<file path="config.mk">
export PLATFORM = sky130hd
export DESIGN_NAME = cache_mem_arbiter
export DESIGN_NICKNAME = d
export VERILOG_FILES = /design/src/rtl/cache_mem_arbiter.sv
export SDC_FILE = /design/constraint.sdc
export NUM_CORES = 1
export LEC_CHECK = 0
export CORE_ASPECT_RATIO = 2
export CORE_UTILIZATION = 30
export DETAILED_ROUTE_END_ITERATION = 10
export PLACE_DENSITY = 0.86
export RECOVER_POWER = 50
export SETUP_SLACK_MARGIN = 0.4
export SYNTH_ARGS = -nofsm -noshare
export SYNTH_HDL_FRONTEND = slang
export SYNTH_SLANG_ARGS = --single-unit
</file>
<file path="constraint.sdc">
create_clock -name clk -period 2.3 [get_ports clk]
set_input_delay 0.69 -clock clk [delete_from_list [all_inputs] [get_ports clk]]
set_output_delay 0.69 -clock clk [all_outputs]
set_load 0.03 [all_outputs]
</file>
<file path="src/rtl/cache_mem_arbiter.sv">
// ============================================================================
//  Module      : cache_mem_arbiter
//  Description : Shares one memory port between I-cache fills, D-cache fills
//                and D-cache write-through stores.
//  Revision    : 1.0 - initial release
// ============================================================================
`default_nettype none

module cache_mem_arbiter #(
    parameter int MEM_LATENCY = 4,
    parameter int BLOCK_WORDS = 8
) (
    input  logic        clk,
    input  logic        rst,
    input  logic        i_req,
    input  logic [15:0] i_addr,
    input  logic        d_req,
    input  logic [15:0] d_addr,
    input  logic        d_wr,
    input  logic [15:0] d_wr_addr,
    input  logic [15:0] d_wr_data,
    input  logic [15:0] mem_data_out,
    input  logic        mem_data_valid,
    output logic        mem_en,
    output logic        mem_wr,
    output logic [15:0] mem_addr,
    output logic [15:0] mem_data_in,
    output logic [15:0] fill_data,
    output logic [2:0]  fill_word,
    output logic        i_fill_valid,
    output logic        d_fill_valid,
    output logic        i_done,
    output logic        d_done,
    output logic        wr_ack,
    output logic        busy
);

    localparam logic [2:0]  c_last_word = 3'(BLOCK_WORDS - 1);
    localparam logic [15:0] c_base_mask = 16'hFFF0;

    // The 3-bit word counters only cover an 8-word block.
    generate
        if (MEM_LATENCY < 1 || BLOCK_WORDS != 8) begin : g_param_check
            $error("cache_mem_arbiter: unsupported MEM_LATENCY/BLOCK_WORDS");
        end
    endgenerate

    typedef enum logic [1:0] {
        ST_IDLE   = 2'd0,
        ST_WRITE  = 2'd1,
        ST_FILL_I = 2'd2,
        ST_FILL_D = 2'd3
    } state_t;

    state_t      r_state;
    state_t      w_next_state;
    logic [15:0] r_base;
    logic [2:0]  r_issue_cnt;
    logic [2:0]  r_recv_cnt;
    logic        r_issue_done;

    logic        w_filling;
    logic        w_issuing;
    logic        w_recv;
    logic        w_last;

    assign w_filling = (r_state == ST_FILL_I) || (r_state == ST_FILL_D);
    assign w_issuing = w_filling && !r_issue_done;
    assign w_recv    = w_filling && mem_data_valid;
    assign w_last    = w_recv && (r_recv_cnt == c_last_word);

    always_ff @(posedge clk or negedge rst) begin
        if (!rst) begin
            r_state      <= ST_IDLE;
            r_base       <= 16'h0000;
            r_issue_cnt  <= 3'd0;
            r_recv_cnt   <= 3'd0;
            r_issue_done <= 1'b0;
        end else begin
            r_state <= w_next_state;
            if (r_state == ST_IDLE) begin
                r_issue_cnt  <= 3'd0;
                r_recv_cnt   <= 3'd0;
                r_issue_done <= 1'b0;
                if (!d_wr && d_req) begin
                    r_base <= d_addr & c_base_mask;
                end else if (!d_wr && i_req) begin
                    r_base <= i_addr & c_base_mask;
                end
            end else if (w_filling) begin
                // Counter parks on the last word; the flag ends the issue phase.
                if (w_issuing) begin
                    if (r_issue_cnt == c_last_word) begin
                        r_issue_done <= 1'b1;
                    end else begin
                        r_issue_cnt <= r_issue_cnt + 3'd1;
                    end
                end
                if (w_recv) begin
                    r_recv_cnt <= r_recv_cnt + 3'd1;
                end
            end
        end
    end

    always_comb begin
        w_next_state = r_state;
        case (r_state)
            ST_IDLE: begin
                if (d_wr) begin
                    w_next_state = ST_WRITE;
                end else if (d_req) begin
                    w_next_state = ST_FILL_D;
                end else if (i_req) begin
                    w_next_state = ST_FILL_I;
                end
            end
            ST_WRITE: w_next_state = ST_IDLE;
            ST_FILL_I,
            ST_FILL_D: begin
                if (w_last) begin
                    w_next_state = ST_IDLE;
                end
            end
            default: w_next_state = ST_IDLE;
        endcase
    end

    always_comb begin
        mem_en       = 1'b0;
        mem_wr       = 1'b0;
        mem_addr     = 16'h0000;
        mem_data_in  = 16'h0000;
        fill_data    = 16'h0000;
        fill_word    = 3'd0;
        i_fill_valid = 1'b0;
        d_fill_valid = 1'b0;
        i_done       = 1'b0;
        d_done       = 1'b0;
        wr_ack       = 1'b0;
        busy         = (r_state != ST_IDLE);

        if (r_state == ST_WRITE) begin
            mem_en      = 1'b1;
            mem_wr      = 1'b1;
            mem_addr    = d_wr_addr;
            mem_data_in = d_wr_data;
            wr_ack      = 1'b1;
        end

        if (w_issuing) begin
            mem_en   = 1'b1;
            mem_addr = r_base + {12'h000, r_issue_cnt, 1'b0};
        end

        if (w_recv) begin
            fill_data    = mem_data_out;
            fill_word    = r_recv_cnt;
            i_fill_valid = (r_state == ST_FILL_I);
            d_fill_valid = (r_state == ST_FILL_D);
            i_done       = w_last && (r_state == ST_FILL_I);
            d_done       = w_last && (r_state == ST_FILL_D);
        end
    end

endmodule

`default_nettype wire
</file>
==> run_1/clocks.png <==
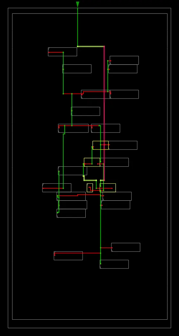
clk sinks: 21
CLK BUF: 3

==> run_1/layer_met1.png <==
The bar under the picture is 20 µm long.
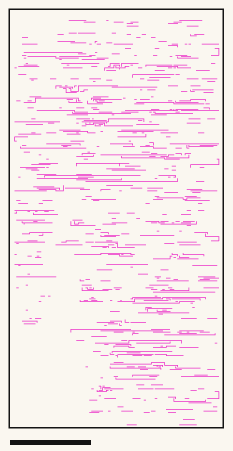
The layer carries 1,900 µm of wire. The longest straight run is 23.5 µm. The wires run mostly horizontal.

==> metrics.yaml, run 1 <==
synthesis:
  yosys.area_share.simple: 0.2498
  ys_sh_mux: 0.1919
  top_area_frac: 0.3474
  synth_cell_type_count: 28
  ff_type: "dfrtp_1"
  yosysCellCount: 147
  synth_chip_area_um2: 1513
  synth_cells: 147
  avgSynthCellArea_um2: 10.29
  yosysSeqAreaShare: 0.3474
  adder_share: 0.03309
  synthArstFlopShare: 1.000
  top_cells_by_count: "mux2_2 (24), dfrtp_1 (21), and2_1 (20), and3_1 (19), a22o_1 (17)"
  ys_warn_count: 0
  aoi_share: 0.1158
  synth-edff-count: 0
  topCombFamilyByArea: "simple AND/OR/NAND/NOR gates"
  xor_share: 0.005790
  top_cell: "mux2_2"
pwr:
  p_leak_uw: 0.001685
  p_total_uw: 3894
placed_design:
  placed_area_um2: 2983
  dpl.hpwl_um: 3916
  post-place-ws_ns: -0.1145
  dp.cells: 338
  gp_congestion: 0.7844
  port_buffers: 136
worst_setup_path:
  worstSetupEndpointType: "output port"
  path_max_fanout: 13
  crit_start: "r_state[1]$_DFFE_PN0P_"
  regToRegSetupSlack_ns: 0.25
  worst_r2r_endpoint: "r_base[11]$_DFFE_PN0P_"
  r2r.worst_path.cells: 8
  required_ns: 1.61
  crit_type: "register to output port"
  critical_path_arrival_ns: 1.49
  crit_end: "fill_data[6]"
timing:
  period_needed_ns: 2.179
  rsz0062_at_grt: "yes"
  slew_headroom: 0.2502
  setup_viol: 0
  finalHoldViolations: 0
  slew_viol_final: 0
  layout_setup_ws_ns: 0.1206
  worstMarginPinSlew_ns: 1.125
  period_used_share: 0.9475
  hold_slack_ns: 0.5225
final_layout:
  largestClassByArea: "non-clock buffers"
  clock_cell_area_share: 0.01315
  layout_top_cell: "buf_6"
  logic_area_um2: 1134
  seq_share: 0.1496
  n_fill_cell: 348
  sh_comb_area: 0.3220
  mostFrequentLayoutCells: "buf_6 (61), clkdlybuf4s50_1 (43), dlygate4sd2_1 (33), mux2_2 (24), dfrtp_1 (20)"
  seq_area_um2: 526.8
  stdcell_area_um2: 3521
  comb_cells: 112
  syn2layout_area_growth_pct: 132.8
  inverters: 1
  n_all_buffers: 166
  nNetsFinal: 395
  fin_cells: 361
job:
  warnings: 37
  max-cap-violations: 0
die:
  core_area_um2: 4865
  fp_util: 0.3110
  die.size.y_um: 102.4
  die-area_um2: 5347
  io_pins: 145
  die_w_um: 52.21
clock_network:
  post_cts_buffers: 12
  cts_tree: "yes"
  cts_resized: 115
  root_buffer: "clkbuf_8"
  insertion_delay_ns: 0.26
  clk_path_buf_depth: 2
  cts_buffers: 3
  postCtsHoldBufs: 0
global_route:
  grtUsageMet2: 0.4744
  grt_start_max_net_pins: 22
  grt_use_met1: 0.2028
  track_usage: 0.2261
  grt_pass1_wl_um: 8928
  antenna_found_initial: 0
  grt_pass1_vias: 1921
drt:
  num_vias: 1764
  route.detailed.drc: 0
  top_layer_used: "met4"
  wl_met2_um: 3525
  routedLengthMet1_um: 1897
  first_pass_iters: 6
  ant_nets: 0
hold_path:
  holdPathStages: 1
  hold_path_class: "register to register"
  worstHoldStart: "r_base[4]$_DFFE_PN0P_"
status:
  outcome: "completed"
==> run_1/metal_density.png <==
The bar under the picture is 20 µm long. 10 x 20 tiles, from dark blue (low) to red (high), scaled to the fullest tile. Values are wire area over tile area, all layers added.
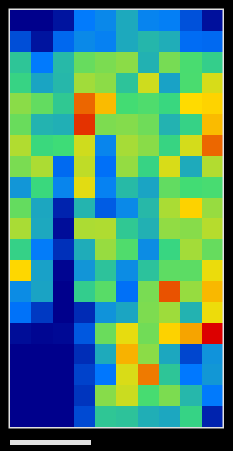
41% of the tiles are over half the peak. The fullest tile reaches 0.43. The emptiest ninth of the die: lower left. 9.5% of the tiles are nearly empty. The densest ninth of the die: middle right. The mean over all tiles is 0.18.
Avg WL per Cell: 16.53 µm
WL final: 5967 µm

==> run_1/io_placement.png <==
The bar under the picture is 20 µm long. Pins as bars across the die edge, other pins in gray.
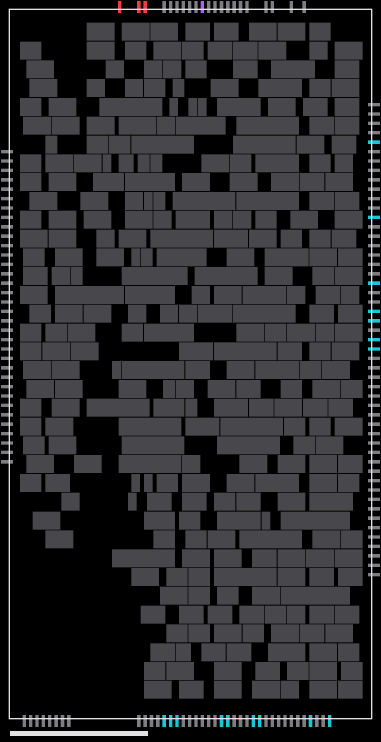
Cyan marks d_wr_data, pins 16, direction input, edge 9 bottom, 7 right. Red marks fill_word, pins 3, direction output, edge top. Purple marks i_req, pins 1, direction input, edge top.

## run 1: where the power goes
part | switching, µW | total [µW] | internal (µW) | leakage, µW
clock | 122 | 243 | 121 | 0.0000255
combinational | 1370 | 2950 | 1570 | 0.00141
sequential | 149 | 705 | 556 | 0.000253
total | 1640 | 3890 | 2250 | 0.00169
## run 1: sequential cells by signal, indices dropped and copies added, names as in the netlist
name,flops
r_base,12
r_issue_cnt,3
r_issue_done,1
r_recv_cnt,3
r_state,2
## run 1: worst max-delay path, stage by stage (launching register included)
cell	delay [ns]
dfrtp_1	0.47
clkbuf_4	0.19
buf_6	0.10
buf_16	0.12
and3_4	0.16
buf_2	0.19
==> run 2: changes to the inputs <==
- SETUP_SLACK_MARGIN: 0.4 -> 0.1
==> run_2/layer_met1.png <==
The bar under the picture is 20 µm long.
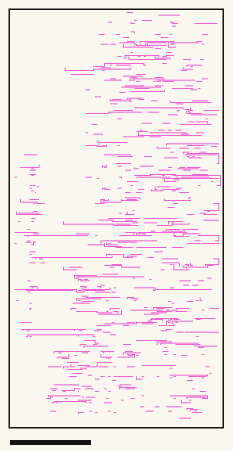
The longest straight run is 19.8 µm. The layer holds 31% of the routed length.
met1 Use GR: 0.1400
WL final: 5092 µm
Via Count: 1,708

==> metrics.yaml, run 2 <==
die:
  die-area_um2: 5347  # unchanged
  die.size.y_um: 102.4  # unchanged
  fp_util: 0.3110  # unchanged
  core_area_um2: 4865  # unchanged
  die_w_um: 52.21  # unchanged
  io_pins: 145  # unchanged
clock_network:
  cts_resized: 8  # -93%
  post_cts_buffers: 5  # -7
  cts.sinks: 21  # unchanged
  cts_tree: "yes"
  root_buffer: "clkbuf_8"
  cts_buffers: 3  # unchanged
  clk_path_buf_depth: 2  # unchanged
  postCtsHoldBufs: 0  # unchanged
  insertion_delay_ns: 0.26  # about the same
synthesis:
  avgSynthCellArea_um2: 10.29  # unchanged
  synth_cell_type_count: 28  # unchanged
  adder_share: 0.03309  # unchanged
  aoi_share: 0.1158  # unchanged
  topCombFamilyByArea: "simple AND/OR/NAND/NOR gates"
  netlist_area_um2: 1513
  top_cells_by_count: "mux2_2 (24), dfrtp_1 (21), and2_1 (20), and3_1 (19), a22o_1 (17)"
  synth_chip_area_um2: 1513  # unchanged
  yosysCellCount: 147  # unchanged
  ff_type: "dfrtp_1"
  top_area_frac: 0.3474  # unchanged
  xor_share: 0.005790  # unchanged
  synthArstFlopShare: 1.000  # unchanged
  yosys.area_share.simple: 0.2498  # unchanged
  ys_sh_mux: 0.1919  # unchanged
  top_cell: "mux2_2"
  synth-edff-count: 0  # unchanged
  ys_warn_count: 0  # unchanged
  yosysSeqAreaShare: 0.3474  # unchanged
  synth_cells: 147  # unchanged
placed_design:
  port_buffers: 136  # unchanged
  gp_congestion: 0.7238  # -7.7%
  placed_area_um2: 2821  # -5.4%
  post-place-ws_ns: -0.1135  # +0.001025 ns
  dpl.hpwl_um: 3795  # -3.1%
  dp.cells: 336  # -0.59%
final_layout:
  fin_cells: 347  # -3.9%
  nNetsFinal: 381  # -3.5%
  stdcell_area_um2: 2953  # -16%
  syn2layout_area_growth_pct: 95.20
  seq_area_um2: 526.8  # unchanged
  top_register: "r_base"
  num_antenna_cells: 0
  layout_top_cell: "clkdlybuf4s50_1"
  largest_reg_flops: 12  # unchanged
  n_fill_cell: 420  # +21%
  logic_area_um2: 902.1  # -20%
  mostFrequentLayoutCells: "clkdlybuf4s50_1 (75), buf_4 (61), mux2_2 (23), dfrtp_1 (20), and2_1 (19)"
  largestRegisters: "r_base: 12 flops, r_issue_cnt: 3 flops, r_recv_cnt: 3 flops"
timing:
  rsz0062_at_grt: "yes"
  tns_ns: 0
  setup_viol: 0  # unchanged
  layout_setup_ws_ns: 0.08471  # -0.03593 ns
  finalHoldViolations: 0  # unchanged
  slew_headroom: 0.2429  # -0.007316
  period_used_share: 0.9632  # +0.01562
  period_needed_ns: 2.215  # +0.03593 ns
  skew_ns: 0.003182
  worstMarginPinSlew_ns: 1.136  # +0.01098 ns
  slew_viol_final: 0  # unchanged
  hold_slack_ns: 0.5091  # -0.01346 ns
worst_setup_path:
  crit_type: "primary input to output port"
  r2r_start: "r_state[1]$_DFFE_PN0P_"
  regToRegSetupSlack_ns: 0.20  # -0.05 ns
  critical_path.slowest_cell: "clkdlybuf4s25_1"
  worstPathCellList: "clkdlybuf4s25_1 -> and3_2 -> and2_1 -> buf_4"
  required_ns: 1.61  # about the same
  worst_r2r_endpoint: "r_base[5]$_DFFE_PN0P_"
  worstSetupEndpointType: "output port"
  r2r.worst_path.cells: 7  # -1
  critPathMaxStageDelay_ns: 0.28  # -0.19 ns
  path_max_fanout: 4  # -9
  crit_start: "mem_data_valid"
  crit_end: "d_done"
pwr:
  power.internal_uw: 1750  # -22%
  clock_power_share: 0.075  # +0.013
  p_total_uw: 3190  # -18%
  comb_power_uw: 2270  # -23%
  powerClk_uw: 239  # -2%
  p_leak_uw: 0.001446  # -14%
  top_power_group: "combinational logic"
  netSwitchingPower_uw: 1440  # -12%
  power_frac_seq: 0.214  # +0.033
  pg_seq_uw: 684  # -3.0%
  combPwrFrac: 0.711  # -0.046
  switching_share: 0.4514  # +0.02901
hold_path:
  worstHoldStart: "r_base[9]$_DFFE_PN0P_"
  hold_path_class: "register to register"
  holdPathStages: 1  # unchanged
drt:
  wl_met2_um: 3022  # -14%
  routedLengthMet1_um: 1600  # -16%
  top_layer_used: "met4"
  post_drt_wl_per_cell_um: 14.67  # -11%
  first_pass_iters: 4  # -2
  route.detailed.drc: 0  # unchanged
  ant_nets: 0  # unchanged
global_route:
  grt_pass1_wl_um: 7141  # -20%
  grt_pass1_vias: 1625  # -15%
  track_usage: 0.1779  # -0.04825
  grtUsageMet2: 0.3915  # -0.08284
  antenna_found_initial: 0  # unchanged
  grt_start_max_net_pins: 36  # +64%
job:
  warnings: 35  # -5.4%
status:
  outcome: "completed"
==> run 2: kinds of logic (layout without fill, tap and decap cells) <==
logic type | count (synthesis) | in the layout
adders and majority gates | 4 | 4
buffers and inverters | 15 | 158
xor gates and xnor gates | 1 | 1
DFF | 21 | 21
and+or+nand+nor | 59 | 59
AOI/OAI and AO/OA | 21 | 21
muxes | 26 | 26
==> run 2: cell type report <==
cell class,instances,area share
Timing Repair Buffer,153,0.4750
Clock inverter,1,0.001695
Clock buffer,3,0.01398
Multi-Input combinational cell,111,0.3055
Inverter,1,0.001271
Sequential cell,21,0.1784
Tap cell,57,0.02415
==> run 2: critical path: cells and delay by family <==
family | cells | cell delay (ns)
simple gates | 2 | 0.39
buf+inv | 2 | 0.44
Power and IR drop assume default switching activity.
